===== src/rtl/d16_fetch_unit.sv =====
// d16 fetch front end: prefetch queue pairing two-word instructions; zero added latency from queue head, decoder backpressure stops fetch when full.
// Optional D16_FETCH_PERF_EN adds perf_stall, a saturating count of decoder-starved cycles.
module d16_fetch_unit #(
    parameter int                 DATA_W   = 16,
    parameter int                 ADDR_W   = 16,
    parameter int                 DEPTH    = 4,
    parameter logic [ADDR_W-1:0]  RESET_PC = '0
) (
    input  logic                     clk,
    input  logic                     rst,
    output logic                     mem_req,
    output logic [ADDR_W-1:0]        mem_addr,
    input  logic                     mem_wait,
    input  logic [DATA_W-1:0]        mem_data,
    input  logic                     flush,
    input  logic [ADDR_W-1:0]        flush_pc,
    output logic                     insn_valid,
    input  logic                     insn_ready,
    output logic [DATA_W-1:0]        insn,
    output logic [DATA_W-1:0]        insn_imm,
    output logic [ADDR_W-1:0]        insn_pc,
    output logic [$clog2(DEPTH):0]   q_count
`ifdef D16_FETCH_PERF_EN
    ,
    output logic [15:0]              perf_stall
`endif
);

    localparam int PW = $clog2(DEPTH);
    localparam int CW = PW + 1;
    localparam logic [ADDR_W-1:0] PC0 = RESET_PC & ~ADDR_W'(1);

    typedef enum logic [1:0] {S_BOOT, S_FETCH, S_FULL} state_t;

    state_t              r_state, w_state_nxt;
    logic [DATA_W-1:0]   r_q_dat [DEPTH];
    logic [ADDR_W-1:0]   r_q_pc  [DEPTH];
    logic [PW-1:0]       r_rd_ptr, r_wr_ptr;
    logic [CW-1:0]       r_count;
    logic [ADDR_W-1:0]   r_pc;

    logic                w_two, w_accept, w_pop;
    logic [PW-1:0]       w_rd_nxt;
    logic [CW-1:0]       w_pop_n, w_count_nxt;

    assign w_rd_nxt   = r_rd_ptr + PW'(1);
    assign w_two      = r_q_dat[r_rd_ptr][DATA_W-1];
    // A two-word head is only offered once its immediate is queued, so a pop never splits it.
    assign insn_valid = w_two ? (r_count >= CW'(2)) : (r_count != '0);
    assign insn       = r_q_dat[r_rd_ptr];
    assign insn_pc    = r_q_pc[r_rd_ptr];
    assign insn_imm   = w_two ? r_q_dat[w_rd_nxt] : '0;
    assign q_count    = r_count;
    assign mem_addr   = {1'b0, r_pc[ADDR_W-1:1]};

    assign w_accept    = mem_req && !mem_wait && !flush;
    assign w_pop       = insn_valid && insn_ready && !flush;
    assign w_pop_n     = w_pop ? (w_two ? CW'(2) : CW'(1)) : '0;
    assign w_count_nxt = r_count + {{(CW-1){1'b0}}, w_accept} - w_pop_n;

    always_ff @(posedge clk) begin
        if (rst) r_state <= S_BOOT;
        else     r_state <= w_state_nxt;
    end

    always_comb begin
        w_state_nxt = r_state;
        if (flush) begin
            w_state_nxt = S_FETCH;
        end else begin
            case (r_state)
                S_BOOT:  w_state_nxt = S_FETCH;
                S_FETCH: if (w_count_nxt == CW'(DEPTH)) w_state_nxt = S_FULL;
                S_FULL:  if (w_pop) w_state_nxt = S_FETCH;
                default: w_state_nxt = S_BOOT;
            endcase
        end
    end

    // Registered-only request: a pop in the full cycle cannot reopen fetch until the next cycle.
    always_comb begin
        mem_req = (r_state == S_FETCH) && (r_count < CW'(DEPTH));
    end

    always_ff @(posedge clk) begin
        if (rst) begin
            r_rd_ptr <= '0;
            r_wr_ptr <= '0;
            r_count  <= '0;
            r_pc     <= PC0;
            for (int i = 0; i < DEPTH; i++) begin
                r_q_dat[i] <= '0;
                r_q_pc[i]  <= '0;
            end
        end else if (flush) begin
            r_rd_ptr <= '0;
            r_wr_ptr <= '0;
            r_count  <= '0;
            r_pc     <= flush_pc & ~ADDR_W'(1);
        end else begin
            if (w_accept) begin
                r_q_dat[r_wr_ptr] <= mem_data;
                r_q_pc[r_wr_ptr]  <= r_pc;
                r_wr_ptr          <= r_wr_ptr + PW'(1);
                r_pc              <= r_pc + ADDR_W'(2);
            end
            r_rd_ptr <= r_rd_ptr + w_pop_n[PW-1:0];
            r_count  <= w_count_nxt;
        end
    end

`ifdef D16_FETCH_PERF_EN
    logic [15:0] r_perf_stall;
    always_ff @(posedge clk) begin
        if (rst)
            r_perf_stall <= '0;
        else if (insn_ready && !insn_valid && (r_perf_stall != 16'hFFFF))
            r_perf_stall <= r_perf_stall + 16'd1;
    end
    assign perf_stall = r_perf_stall;
`endif

endmodule


===== config.mk =====
export PLATFORM = sky130hd
export DESIGN_NAME = d16_fetch_unit
export DESIGN_NICKNAME = d
export VERILOG_FILES = /design/src/rtl/d16_fetch_unit.sv
export SDC_FILE = /design/constraint.sdc
export NUM_CORES = 1
export LEC_CHECK = 0
export ABC_CLOCK_PERIOD_IN_PS = 8500
export CORE_MARGIN = 3
export CORE_UTILIZATION = 50
export CTS_CLUSTER_DIAMETER = 150
export DETAILED_ROUTE_END_ITERATION = 8
export PLACE_DENSITY = 0.72
export SLEW_MARGIN = 20
export SYNTH_ARGS = -nofsm -noshare
export SYNTH_HDL_FRONTEND = slang
export SYNTH_SLANG_ARGS = --single-unit

===== constraint.sdc =====
create_clock -name clk -period 8.5 [get_ports clk]
set_clock_uncertainty 0.05 [all_clocks]
set_input_delay 1.7 -clock clk [delete_from_list [all_inputs] [get_ports clk]]
set_output_delay 1.7 -clock clk [all_outputs]
set_load 0.1 [all_outputs]

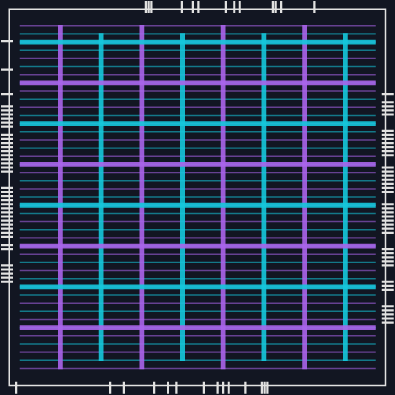
(power grid)
(3 px per um) Pins as bars on the die edge.
VDD: shown in cyan. VSS: shown in purple.
106 signal pins sit on the boundary. The core has 42 rows. 8 straps on met5.

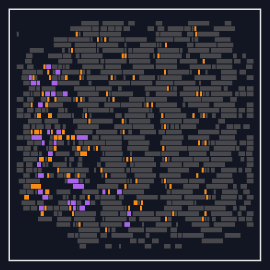
(gate-type map)
(2 px per um)
NOR gates: shown in orange, cells 101, most used nor2_1. inverting AOI/OAI gates: shown in purple, cells 33, most used a211oi_1.

==> Changelog: implementation <==
### Metrics

- Final setup margin: 2.78 ns
- Syn Area/Cell: 13.0 sq um
- Nonclk buf count: 110
- Final Setup Violations: 0
- Yosys aoi share: 3.59%
- Element type at the critical path start: flip-flop
- Arr. time, crit path: 3.97 ns
- Fill count: 1,011
- Reg2reg setup slack: 4.36 ns
- RSZ-0062 raised after global routing: false
- Non-clock buffers, area share: 12.3%
- Worst Hold End: r_state[0]$_SDFFE_PP0P_
- Top Registers: r_q_dat (64), r_q_pc (60), r_pc (15)
- Layout Cells excl Fill: 825
- Met2 WL: 7320 um
- Multiplexer share: 15.1%
- Status: finished clean
- CP bufs+invs: 1
- Drt via density: 5.56
- Cell taking the most area after synthesis: edfxtp_1
- DR top layer: met4
- TritonCTS clock tree: done
- Area share, top type: 52.7%
- HPWL after detailed placement: 9300 um
- Most flops, register: r_q_dat
- Final core occ: 65.1%
- # nets final: 678
- Clkbuf count: 18
- Clk_lat worst skew: 0.41 ns
where the power goes:
part	switching (W)	internal (W)
Clock	0.000268	0.000453
Sequential	0.0000218	0.000816
Combinational	0.000178	0.0000679
cells in the final DEF (no fill, tap or decap), types with 4 or more instances in the layout:
cell               n
edfxtp_1         124
clkdlybuf4s50_1  102
nor2_1            80
nand2_1           47
mux4_2            46
and2_1            46
inv_1             36
dfxtp_1           22
clkbuf_16         17
xnor2_1           11
a211oi_1          10
buf_4              8
nand3_1            7
nor4_1             7
nor3_1             6
o21ai_0            5
clkinv_2           5
nand2b_1           4
clkinv_1           4
a311oi_1           4
nand4_1            4
or3_1              4
Power is estimated from default activity; no workload was simulated.
